**src/rtl/ahb_mux_pkg.sv**
```systemverilog
// Shared AHB encodings, return-path mux states and select-decoding helpers.
package ahb_mux_pkg;

  localparam logic [1:0] RESP_OKAY  = 2'b00;
  localparam logic [1:0] RESP_ERROR = 2'b01;
  localparam logic [1:0] RESP_RETRY = 2'b10;
  localparam logic [1:0] RESP_SPLIT = 2'b11;

  localparam logic [1:0] TRANS_IDLE   = 2'b00;
  localparam logic [1:0] TRANS_BUSY   = 2'b01;
  localparam logic [1:0] TRANS_NONSEQ = 2'b10;
  localparam logic [1:0] TRANS_SEQ    = 2'b11;

  localparam int MAX_SLV = 16;

  typedef enum logic [1:0] {NORM, ERR1, ERR2} mux_state_t;

  function automatic logic [3:0] onehot_to_idx(input logic [MAX_SLV-1:0] v);
    logic [3:0] idx;
    idx = '0;
    for (int i = 0; i < MAX_SLV; i++)
      if (v[i]) idx = 4'(i);
    return idx;
  endfunction

  function automatic logic is_onehot(input logic [MAX_SLV-1:0] v);
    return (v != '0) && ((v & (v - 16'd1)) == '0);
  endfunction

endpackage

```
**src/rtl/ahb_mux_wdog.sv**
```systemverilog
// Wait-state watchdog: counts consecutive slave wait cycles, trips on the
// TIMEOUT-th one, and keeps a sticky record of the first offending slave.
module ahb_mux_wdog #(
  parameter int TIMEOUT   = 256,
  parameter int SLV_IDX_W = 2
) (
  input  logic                 clk_i,
  input  logic                 rst_i,
  input  logic                 wait_i,
  input  logic [SLV_IDX_W-1:0] idx_i,
  input  logic                 clr_i,
  output logic                 trip_o,
  output logic                 flag_o,
  output logic [SLV_IDX_W-1:0] slv_o
);

  localparam int CW = $clog2(TIMEOUT + 1);

  logic [CW-1:0]        cnt_q, cnt_d;
  logic                 flag_q;
  logic [SLV_IDX_W-1:0] slv_q;

  assign trip_o = wait_i && (cnt_q == CW'(TIMEOUT - 1));

  // Saturating so a held-off abort can never wrap back to zero.
  always_comb begin
    cnt_d = '0;
    if (wait_i)
      cnt_d = (cnt_q == '1) ? cnt_q : cnt_q + CW'(1);
  end

  always_ff @(posedge clk_i) begin
    if (rst_i) begin
      cnt_q  <= '0;
      flag_q <= 1'b0;
      slv_q  <= '0;
    end else begin
      cnt_q <= cnt_d;
      // A coincident clear still lets the new trip be recorded.
      if (trip_o && (!flag_q || clr_i)) begin
        flag_q <= 1'b1;
        slv_q  <= idx_i;
      end else if (clr_i) begin
        flag_q <= 1'b0;
        slv_q  <= '0;
      end
    end
  end

  assign flag_o = flag_q;
  assign slv_o  = slv_q;

endmodule

```
**src/rtl/ahb_mux_s2m_param.sv**
```systemverilog
// AHB slave-to-master return mux with built-in default slave and a
// wait-state watchdog that aborts hung slaves with a two-cycle ERROR.
module ahb_mux_s2m_param
  import ahb_mux_pkg::*;
#(
  parameter int NUM_SLAVES = 4,
  parameter int DATA_W     = 32,
  parameter int TIMEOUT    = 256,
  parameter int SLV_IDX_W  = $clog2(NUM_SLAVES)
) (
  input  logic                         HCLK,
  input  logic                         HRESET,
  input  logic [NUM_SLAVES-1:0]        HSEL,
  input  logic [1:0]                   HTRANS,
  input  logic                         HREADYIn,
  input  logic [NUM_SLAVES-1:0]        HREADYS,
  input  logic [2*NUM_SLAVES-1:0]      HRESPS,
  input  logic [DATA_W*NUM_SLAVES-1:0] HRDATAS,
  output logic                         HREADYOut,
  output logic [1:0]                   HRESP,
  output logic [DATA_W-1:0]            HRDATA,
  output logic                         TimeoutFlag,
  output logic [SLV_IDX_W-1:0]         TimeoutSlv,
  input  logic                         TimeoutClr
);

  logic [NUM_SLAVES-1:0] sel_q;
  logic                  def_q, def_d;
  mux_state_t            state_q;

  logic                  load, hsel_oh, go_err, trip;
  logic                  sel_any, sel_rdy, slv_wait;
  logic [1:0]            sel_resp;
  logic [DATA_W-1:0]     sel_data;
  logic [SLV_IDX_W-1:0]  sel_idx;

  assign load    = HREADYIn && (state_q == NORM || state_q == ERR2);
  assign hsel_oh = is_onehot(MAX_SLV'(HSEL));
  assign def_d   = load ? (!hsel_oh && HTRANS[1]) : def_q;
  assign go_err  = load && def_d;

  always_ff @(posedge HCLK) begin
    if (HRESET) begin
      sel_q   <= '0;
      def_q   <= 1'b0;
      state_q <= NORM;
    end else begin
      def_q <= def_d;
      if (load)
        sel_q <= hsel_oh ? HSEL : '0;
      else if (state_q == ERR1)
        sel_q <= '0;  // drop an aborted slave before the ERR2 cycle
      case (state_q)
        NORM:    if (go_err || trip) state_q <= ERR1;
        ERR1:    state_q <= ERR2;
        ERR2:    state_q <= go_err ? ERR1 : NORM;
        default: state_q <= NORM;
      endcase
    end
  end

  // AND-OR mux; the select register is one-hot or zero.
  always_comb begin
    sel_rdy  = 1'b0;
    sel_resp = '0;
    sel_data = '0;
    for (int i = 0; i < NUM_SLAVES; i++) begin
      if (sel_q[i]) begin
        sel_rdy  = sel_rdy  | HREADYS[i];
        sel_resp = sel_resp | HRESPS[2*i +: 2];
        sel_data = sel_data | HRDATAS[DATA_W*i +: DATA_W];
      end
    end
  end

  assign sel_any = |sel_q;

  always_comb begin
    HREADYOut = 1'b1;
    HRESP     = RESP_OKAY;
    HRDATA    = '0;
    case (state_q)
      ERR1: begin
        HREADYOut = 1'b0;
        HRESP     = RESP_ERROR;
      end
      ERR2: HRESP = RESP_ERROR;
      default: if (sel_any) begin
        HREADYOut = sel_rdy;
        HRESP     = sel_resp;
        HRDATA    = sel_data;
      end
    endcase
  end

  assign slv_wait = (state_q == NORM) && sel_any && !sel_rdy;
  assign sel_idx  = SLV_IDX_W'(onehot_to_idx(MAX_SLV'(sel_q)));

  generate
    if (TIMEOUT > 0) begin : g_wdog
      ahb_mux_wdog #(
        .TIMEOUT   (TIMEOUT),
        .SLV_IDX_W (SLV_IDX_W)
      ) u_wdog (
        .clk_i  (HCLK),
        .rst_i  (HRESET),
        .wait_i (slv_wait),
        .idx_i  (sel_idx),
        .clr_i  (TimeoutClr),
        .trip_o (trip),
        .flag_o (TimeoutFlag),
        .slv_o  (TimeoutSlv)
      );
    end else begin : g_nowdog
      logic unused_wd;
      assign unused_wd   = TimeoutClr ^ slv_wait ^ (^sel_idx);
      assign trip        = 1'b0;
      assign TimeoutFlag = 1'b0;
      assign TimeoutSlv  = '0;
    end
  endgenerate

endmodule

```
**config.mk**
```make
export PLATFORM = sky130hd
export DESIGN_NAME = ahb_mux_s2m_param
export DESIGN_NICKNAME = d
export VERILOG_FILES = /design/src/rtl/ahb_mux_pkg.sv /design/src/rtl/ahb_mux_wdog.sv /design/src/rtl/ahb_mux_s2m_param.sv
export SDC_FILE = /design/constraint.sdc
export NUM_CORES = 1
export LEC_CHECK = 0
export CAP_MARGIN = 20
export CORE_MARGIN = 10
export CORE_UTILIZATION = 29
export DETAILED_ROUTE_END_ITERATION = 8
export GPL_TIMING_DRIVEN = 1
export PLACE_DENSITY = 0.87
export SKIP_LAST_GASP = 1
export SYNTH_ARGS = -nofsm -noshare
export SYNTH_HDL_FRONTEND = slang
export SYNTH_SLANG_ARGS = --single-unit
```
**constraint.sdc**
```tcl
create_clock -name HCLK -period 2.3 [get_ports HCLK]
set_input_delay 0.23 -clock HCLK [delete_from_list [all_inputs] [get_ports HCLK]]
set_output_delay 0.23 -clock HCLK [all_outputs]
set_load 0.05 [all_outputs]
```
### Track usage over the die

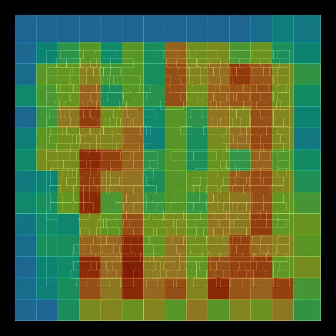
met1 global-route usage: 24.1%
GRT met2 Usage: 39.2%

### Met1 routing

The bar under the picture is 20 um long.
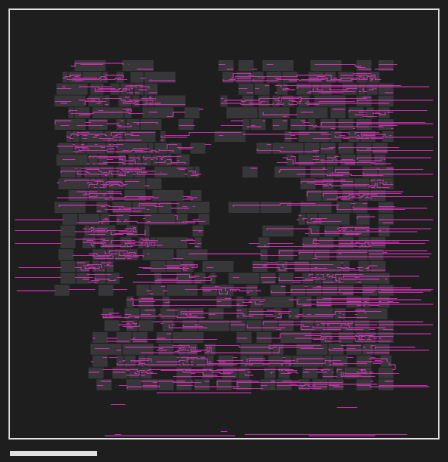
The wires run mostly horizontal. The layer carries 4130 um of wire. 487 nets have wire on it. The longest straight run is 37.3 um. The layer holds 37% of the routed length.

==> design notes <==
The run finished with clean final reports. The worst setup path is launched from a flop. Buffers inserted during clock tree synthesis total 3.

The cell family contributing the most delay on the critical path is simple AND/OR/NAND/NOR gates. Per the timing report, the most critical flop-to-flop path finishes at g_wdog.u_wdog.cnt_q[7]$_SDFFE_PP0P_. The synthesized instance count is 235. Area figure in the yosys stat output: 1780 um2.

Counting flops with a built-in enable in the synthesized netlist gives 0. With the sequential standard cell area at 360 um2, the non-clock inverter total of the final layout is 7. The number of nets in the synthesized netlist is 392. The kind of path behind the tightest hold check is flop to flop. The first global-routing pass estimated 16200 um of wire.

The biggest cell delay along the critical path was 0.42 ns. The post-route clock period utilization was 99.5%; the largest fanout on the critical path was 33. Data on the critical path arrives at its endpoint at 2.06 ns. Proportion of synthesized chip area in sequential cells: 20.2%. The cell type with the largest total area after synthesis was a22oi_1.

The run gives 0 for the number of setup buffers added after CTS. Setup repair after global routing could not meet its margin everywhere. The synthesized netlist devotes 14.8% of its cell area to simple gates. Timing analysis after detailed placement gives a worst setup slack of 0.0937 ns. With the summed instance area of the synthesized netlist at 1780 um2, the final period demand of the worst path is 2.29 ns. Critical setup path kind: flop to output port.

The non-clock buffer total of the final layout is 190, and the slew at the pin closest to its max-slew limit is 0.512 ns. Per the post-run analysis, buffers plus inverters along the critical path come to 2. The maximum clock insertion buffer count is 2, and the placement row count is 28.

Measured along the y axis, the die boundary spans 98.4 um. After detailed routing, the number of remaining DRC violations is 0. After routing, the total negative slack on setup checks comes to 0 ns. In this run the worst setup path terminates at HRDATA[14]. In this run the power density over the cells is 273 nW/um2. The critical path's slowest stage uses the library cell or2_4. Counting distinct cell types in the post-synthesis netlist gives 38. The fraction of area in registers was 8.81%.

Prevailing post-synth register cell: dfxtp_1. The HPWL reported at the end of detailed placement is 9020 um, and the total routing usage reported by global routing is 20.9%. The number of cells on the worst hold path is listed as 2. Summed over its instances, the top area cell type makes up 29.5% of the synthesized netlist area. The net count reported at finish came out at 564. With the fraction of synthesis flops using an asynchronous set or reset pin at 0%, the synthesized flop and latch total is 18. The flop-to-flop setup slack is 0.38 ns. The library cells used most frequently in the layout, excluding fill and tap cells, are clkdlybuf4s50_1 (151), a22oi_1 (70), a21oi_1 (35), buf_12 (35), nor2_1 (19). The final report gives the standard cell area, fillers excluded, as 4090 um2. The clock buffers instantiated in the layout total 4. With the total stage count of the critical path at 5, the post-cts gate resize count is 2.

The detail-routed net length per standard cell is 23.1 um. The post-synthesis cell type with the largest instance count was a22oi_1. Entering global routing, the biggest net connects 39 pins. The worst-case clock skew was 0.000972 ns. The iteration count recorded for the first detailed-route pass is 6.

The post-route netlist has 13.3% of its cells at a drive strength greater than 1. Per the final report, the share of cell area in non-clock buffers is 54.8%. The die area came out at 9690 um2. The last timing report of the flow puts the setup violation total at 0. The run gives 68.7% as the share of the core filled with cells in the final layout. The die is 98.4 um wide. The kind of end point of the critical path was an output port.

The main logic family after synthesis is AND-OR/OR-AND gates. At the end of routability-driven placement, the weighted congestion stood at 0.895. The main area contributors are a22oi_1 (29%), dfxtp_1 (20%), a21oi_1 (11%). Source of the worst register-to-register timing path: g_wdog.u_wdog.cnt_q[3]$_SDFFE_PP0P_.

The clock transition at the register clock pins on the worst setup and hold paths after CTS is 0.07 ns, and the post-detailed-placement cell area is 4020 um2. The synthesized-area fraction occupied by xor and xnor cells is 3.93%, and the core area is 5960 um2. The tools report the worst hold endpoint as g_wdog.u_wdog.cnt_q[6]$_SDFFE_PP0P_. Per the final timing report, the hold violations number 0. The cell-mix breakdown from Yosys lists the adder-cell area share as 4.91%.

The number of cells traversed by the worst register-to-register path was 8; the H-tree depth reported by CTS was 1. The number of warnings printed during yosys synthesis was 0; the number of clock sinks was 18. The I/O pin total was 188; the worst path required time was 2.07 ns. Once routing completed, OpenROAD measured the worst setup slack at 0.0115 ns. Traced cell by cell, the critical path runs through inv_1 -> ha_1 -> or2_4 -> a21oi_1 -> buf_12. Via count: 2629. In the final layout, the fill cell count is 457. The tools report the remaining antenna violation count as 0. The tools report the number of global-route vias before repair as 2596.

Worst setup path startpoint: state_q[0]$_SDFFE_PP0P_. The tool flagged a number of max-cap violations equal to 0. Sorting the synthesized cells by how often they occur yields a22oi_1 (70), a21oi_1 (38), nor2_1 (19). The number of multi-input combinational cells in the layout is 187, and the relative slew slack is 65.7%. TritonCTS built the clock tree.

Multi-input gates account for 32.1% of the area. Once the floorplan was initialized, standard cells occupied 30.0% of the core. The number of antenna diodes in the final layout is 0.

Leading cell type in the layout, fill and taps excluded: clkdlybuf4s50_1. The final global-route overflow total is 0, and the clock network contribution to total cell area is 1.35%. Buffers placed on the I/O ports in this run total 186. Relative to the synthesized area, the layout overhead comes to 129%. Counting tap cells, the placed design contains a total of 477 instances. Area-dominant cell class after layout: non-clock buffers. The number of tap instances was 75; the number of slew-limit violations in the final report was 0.

For the count of hold buffers inserted by post-cts repair, the log shows 0. The detailed router finished its first iteration with 144 violations. The flow reports an fmax of 437 MHz. With the initial antenna violation count at 0, the total cells reported by yosys after synthesis is 235. Final wirelength: 11100 um.

The library cell used as clock root buffer was clkbuf_8. Hold timing on the final database bottoms out at a slack of 0.511 ns. In this run the VDD rail shows a maximum IR drop of 0.468 mV. Per the layout area report, the combinational gate area comes to 1310 um2. The script logs the ratio of routed vias to standard cells as 5.47. The number of logged tool warnings is 33. The clock reaches the later pin of the worst-skew pair after 0.25 ns.

After Yosys synthesis, AND-OR and OR-AND compound gates account for 46.8% of the synthesized area. The count of cells in the finished layout, fillers not included, comes to 481. The multiplexer share of the synthesized area came out at 2.24%. The number of sequential cells reported for the layout is 18. Launch instance of the worst min-delay path: g_wdog.u_wdog.cnt_q[6]$_SDFFE_PP0P_. Per the post-synthesis stats, the area per cell is 7.59 um2.

The leakage power in the latest report is 1.37 nW. For the overall power, the log shows 1.12 mW.
### Wire density map

20 x 20 tiles, from white (low) to dark blue (high), scaled to the fullest tile. Values are wire area over tile area, all layers added.
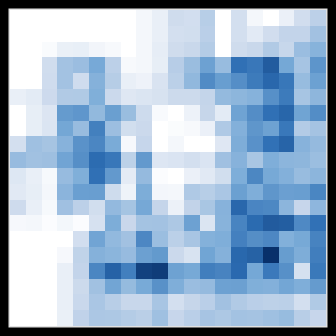
14% of the tiles are nearly empty. The mean over all tiles is 0.18. 24% of the tiles are over half the peak. The fullest tile reaches 0.57.

-- flip-flops by register name (all words and copies together) (netlist names) --
name                  cells
state_q                   2
g_wdog.u_wdog.cnt_q       9
g_wdog.u_wdog.slv_o       2
sel_q                     4
g_wdog.u_wdog.flag_o      1
-- layer usage --
metal	wire length, um	vias to the layer above	share of wire, %	global-route usage (%)
met3	1020	5	9.2	4.89
met1	4130	1232	37	24.1
met5	0	-	0	0
li1	-	1263	-	-
met2	5910	129	53	39.2
met4	37	0	0.33	1.98
-- report_power, final --
| part | total [mW] | internal [mW] | switching (mW) |
|---|---|---|---|
| Combinational | 0.535 | 0.326 | 0.210 |
| Clock | 0.259 | 0.152 | 0.106 |
| Sequential | 0.322 | 0.317 | 0.00532 |
Power and IR drop assume default switching activity.
